==> config.mk <==
export PLATFORM = sky130hd
export DESIGN_NAME = life_engine
export DESIGN_NICKNAME = d
export VERILOG_FILES = /design/src/rtl/life_engine.sv
export SDC_FILE = /design/constraint.sdc
export NUM_CORES = 1
export LEC_CHECK = 0
export CORE_ASPECT_RATIO = 1.25
export CORE_MARGIN = 3
export CORE_UTILIZATION = 53
export DETAILED_ROUTE_END_ITERATION = 8
export PLACE_DENSITY = 0.78
export SLEW_MARGIN = 20
export SYNTH_ARGS = -nofsm -noshare
export SYNTH_HDL_FRONTEND = slang
export SYNTH_SLANG_ARGS = --single-unit
export TNS_END_PERCENT = 50
==> constraint.sdc <==
create_clock -name clk_50MHz_i -period 3.3 [get_ports clk_50MHz_i]
set_input_delay 0.66 -clock clk_50MHz_i [delete_from_list [all_inputs] [get_ports clk_50MHz_i]]
set_output_delay 0.66 -clock clk_50MHz_i [all_outputs]
set_load 0.01 [all_outputs]
**Run 1: gate-type map**

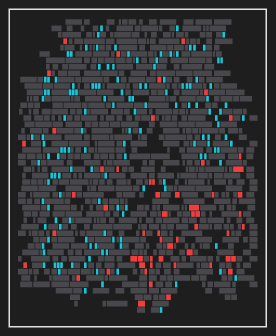
legend:
  cyan:
    family: inverters
    cells: 142
    most_used: inv_1
    where: widely spread
  red:
    family: NAND gates
    cells: 56
    most_used: nand3_1
most common logic cell in the routed design: buf_4
fraction of area in multi-input gates: 51.8%
final std cells w/o fill: 1089

**Run 1: the clock network**

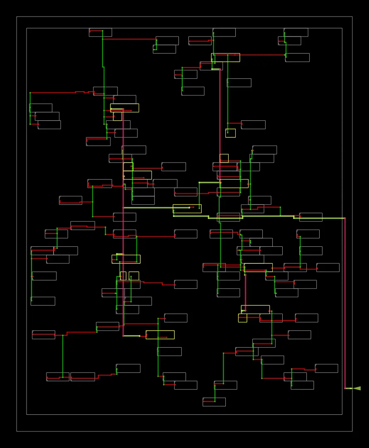
clkbuf count: 9
clk_skew: 0.00645 ns
clk pwr: 0.991 mW

**Run 1: floorplan with the power grid**

Pins as bars on the die edge.
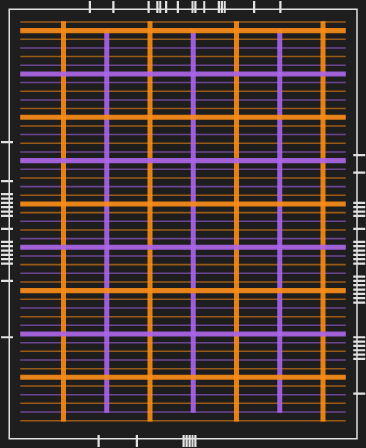
legend:
  purple:
    net: VDD
  orange:
    net: VSS
signal pins: 66
met5 straps: 9
met1 rails: 47
Die X: 109 µm
die height: 134 µm
core area: 12800 µm²

**Run 1: sequential cells grouped by signal name**

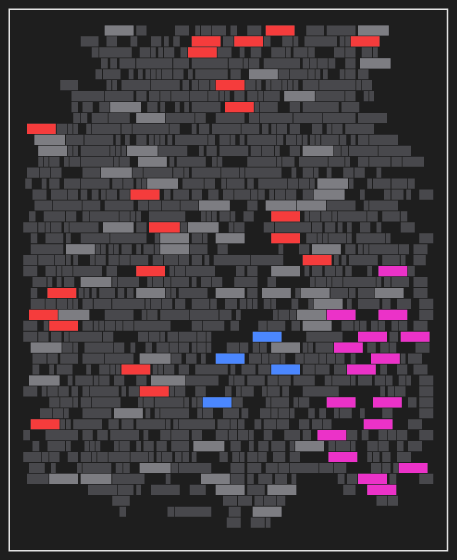
legend:
  magenta:
    netlist_name: gen_count_o
    sequential_cells: 16
  blue:
    netlist_name: r_row
    sequential_cells: 4
  red:
    netlist_name: r_dn
    sequential_cells: 20
register area: 1880 µm²
P_seq: 1.18 mW
flop share of the area: 20.8%
Util after Layout: 70.6%

==> results.cfg, run 1 <==
; yosys + openroad results
[outcome]
status = finished, violations left
violations = setup timing

[worst_setup_path]
path_max_fanout = 2
regToRegSetupSlack_ns = 0.96
crit_path_end_kind = output port
crit_path_top_delay_cell = fa_1
arrival_ns = 3.39
r2r_cells = 4

[pwr]
peakVddDrop_uv = 219

[final_timing]
setup_viol_count_final = 19
tightest_slew_ns = 0.753
finalWorstSetupSlack_ns = -0.749
hold_viol = 0
fin_crit_sh_pct = 123

[routing]
wl_met3_um = 708
drc = 0
met2WireLength_um = 9510

[final_layout]
fillers = 932
num_antenna_cells = 0

[clocking]
cts.sink_count = 92
h-tree-depth = 3
clk_latency_ns = 0.35

[synth]
synthDistinctLibCells = 54
yosys-top-cells-count = 141 x inv_1, 92 x dfxtp_1, 76 x fa_1
syn_avg_cell_area_um2 = 9.21
netlist_instances = 758

[placement]
dpl.cell_count = 1070
io_buffer_count = 65
dpl_cell_area_um2 = 8620

[global_route]
grt_pass1_vias = 6542

[die]
die_area_um2 = 14600
## run 1: layout by cell type (no fill, tap or decap), drive strengths merged, types with 9 or more instances in the layout
cell | Yosys | final
o2111a | 17 | 17
fa | 76 | 76
nor2 | 75 | 75
clkbuf | 29 | 9
ha | 61 | 61
dfxtp | 92 | 92
a22oi | 62 | 62
clkdlybuf4s50 | 0 | 45
buf | 6 | 135
nand3 | 20 | 20
o21ai | 27 | 27
a21oi | 35 | 35
nand2 | 17 | 17
inv | 141 | 142
## run 1: cell type report
cell class	instances	share of cell area [%]
multi-input cells	489	51.8
flip-flops and latches	92	20.8
repair buffers	182	16.1
clock inverters	7	0.597
well taps	168	2.33
clock buffers	9	2.50
inverters	142	5.91
## run 1: power breakdown
part	internal [mW]	total, mW	switching, mW
registers	1.14	1.18	0.0389
logic	0.213	0.516	0.303
clock network	0.513	0.991	0.477
## run 1: what timing repair did
item                       4_1_cts  5_1_grt
buffers inserted                 1        2
hold buffers                     0        0
pin swaps                       34       28
setup endpoints to repair       20       19
resized                        106       34
## run 1: cell families after synthesis
kind of cell | share of synthesized area [%]
muxes | 0.448
buffers and inverters | 9.59
DFF | 26.4
adders and majority gates | 32.7
AOI/OAI and AO/OA | 17.5
xor gates and xnor gates | 1.00
and+or+nand+nor | 12.3
## run 1: metrics by stage
step	TNS (ns)	total power [mW]	setup slack, ns	hold slack [ns]
2_1_floorplan	-2.34	1.49	-0.146	0.443
3_3_place_gp	-12.18	1.66	-0.704	0.457
3_5_place_dp	-13.42	1.69	-0.790	0.486
4_1_cts	-13.23	2.68	-0.795	0.496
5_1_grt	-13.95	2.80	-0.826	0.514
6_report	-12.16	2.68	-0.749	0.491
## run 1: layer usage
metal  up-vias  track usage (%)
met5         -                0
met2       141             45.9
met4         0             10.8
li1       2897                -
met1      2959             29.3
met3        35             3.80
**Run 1: metal 1**

Supply wires on this layer in gray.
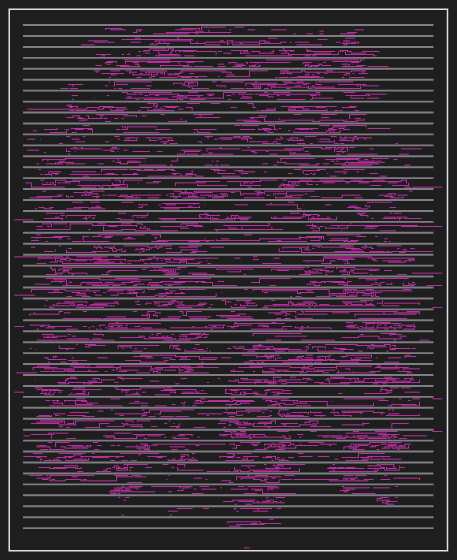

## Run 2: what changed since run 1
--- a/config.mk
+++ b/config.mk
@@ -5,11 +5,12 @@
 export SDC_FILE = /design/constraint.sdc
 export NUM_CORES = 1
 export LEC_CHECK = 0
+export CAP_MARGIN = 20
 export CORE_ASPECT_RATIO = 1.25
 export CORE_MARGIN = 3
-export CORE_UTILIZATION = 53
+export CORE_UTILIZATION = 50
 export DETAILED_ROUTE_END_ITERATION = 8
-export PLACE_DENSITY = 0.78
+export PLACE_DENSITY = 0.74
 export SLEW_MARGIN = 20
 export SYNTH_ARGS = -nofsm -noshare
 export SYNTH_HDL_FRONTEND = slang
**Run 2: metal 1**

Supply wires on this layer in gray.
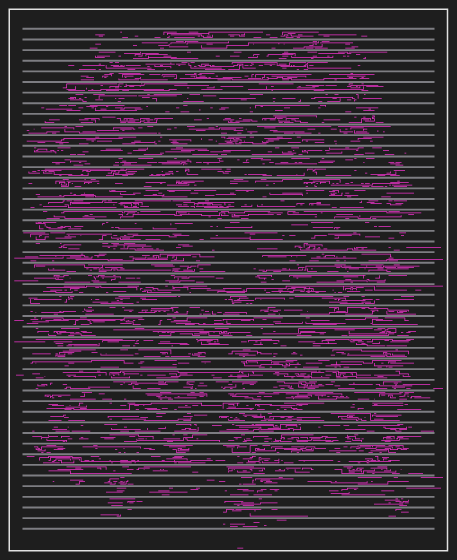
main direction: horizontal
nets with wire on the layer: 986
longest straight run: 29.4 µm
Vias: 6110
met1 Use GR: 26.5%
Routed WL: 17500 µm

**Run 2: gate-type map**

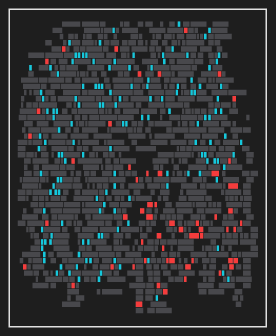
legend:
  red:
    family: NAND gates
    cells: 56
    most_used: nand3_1
    where: widely spread
  cyan:
    family: inverters
    cells: 142
    most_used: inv_1
    where: widely spread
fraction of area in multi-input gates: 51.6%
final std cells w/o fill: 1092

==> run 2 against run 1 <==
Compared with the run above: the run still ends with setup timing left; non-clock buffer count is the same; sequential power is essentially flat; clock-buffer cell count grew 2; final cell count grew 0.28%; critical path type unchanged; largest power group unchanged.
==> results.cfg, run 2 <==
; yosys + openroad results
[die]
die_area_um2 = 15400
core-area_um2 = 13500
ios = 66
fp.dieH_um = 138
die_x_um = 112

[synth]
netlist_instances = 758
syn_avg_cell_area_um2 = 9.21
yosysWarnings = 0
yosys-top-cells-count = 141 x inv_1, 92 x dfxtp_1, 76 x fa_1
synth-simple-area-share_pct = 12.3
xor_share_pct = 1.00
yosysMostFrequentCell = inv_1
ys_sh_adder_pct = 32.7
top_logic_kind = adder cells
synthAoiAreaFrac_pct = 17.5
netlist_area_um2 = 6980
synthDistinctLibCells = 54
muxShareOfSynthArea_pct = 0.448

[final_layout]
post-route-util_pct = 67.1
lay_top_count = buf_4
fillers = 1063
num_antenna_cells = 0
lay_top_cells = 116 x buf_4, 110 x inv_1, 74 x nor2_1

[global_route]
grt_pass1_vias = 6675

[clocking]
cts.sink_count = 92
h-tree-depth = 3
cts_tree = yes

[outcome]
violations = setup timing
status = finished, violations left

[final_timing]
fin_tns_setup_ns = -11.68
finalWorstSetupSlack_ns = -0.659
finClkSkew_ns = 0.00737
hold_ws_ns = 0.484
setup_viol_count_final = 19
rsz0062_at_grt = true
drv_slew = 0
tightest_slew_ns = 0.769

[worst_setup_path]
regToRegSetupSlack_ns = 0.94
r2r_cells = 4
arrival_ns = 3.30

[pwr]
peakVddDrop_uv = 263
total_power_mw = 2.76

[placement]
dpl_cell_area_um2 = 8620
io_buffer_count = 65
dpl.cell_count = 1074
pre_cts_ws_ns = -0.776

[min_path]
hold_depth = 1

[routing]
drc = 0
**Run 2: the clock network**

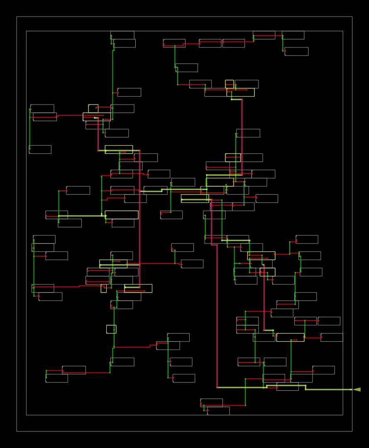
clk pwr: 1.07 mW
Latency at later pin: 0.35 ns

## run 2: cell types whose count changed in the layout (fill, tap and decap cells not counted), sizes merged
cell and change:
clkdlybuf4s15 -1, clkinv -1, clkbuf +2, bufinv +1, dlygate4sd2 +1, clkinvlp -2
## run 2: what timing repair did
item,CTS,global route
buffers inserted,1,1
endpoints found under the setup margin,20,19
gates resized,127,15
endpoints found under the hold margin,0,0
hold buffers,0,0
pin swaps,40,25
## run 2: power by group
group | leakage, nW | switching [mW] | internal, mW
clock network | 0.152 | 0.444 | 0.630
logic | 3.24 | 0.289 | 0.208
registers | 0.757 | 0.0471 | 1.14
total | 4.15 | 0.780 | 1.98
## run 2: kinds of logic (layout without fill, tap and decap cells)
kind of cell / after synthesis / after routing
compound gates: 172 / 172
xor+xnor: 8 / 8
fa+ha+maj: 137 / 137
buf+inv: 177 / 340
flops: 92 / 92
mux: 3 / 3
simple gates: 169 / 169
## run 2: layer usage
metal	part of all wire [%]	vias to the layer above	track usage, %
li1	-	2900	-
met3	4.4	47	3.23
met2	54	180	43.5
met1	39	2983	26.5
met4	3.0	0	11.0
met5	0	-	0
## run 2: critical path, stage by stage, from the launching register on
cell	delay, ns
dfxtp_2	0.35
inv_2	0.06
fa_1	0.50
fa_1	0.50
fa_1	0.50
inv_1	0.05
ha_2	0.18
fa_2	0.35
o21ai_2	0.15
o2111a_1	0.20
buf_2	0.13
## run 2: area by class of cell
class,instances,area [µm²],area share [%]
multi-input cells,489,4660,51.6
flip-flops and latches,92,1880,20.8
repair buffers,182,1440,15.9
inverters,142,533,5.90
clock buffers,11,253,2.80
well taps,171,214,2.37
clock inverters,5,60.1,0.665
No activity file was given, so power comes from the tool's default toggle rates.
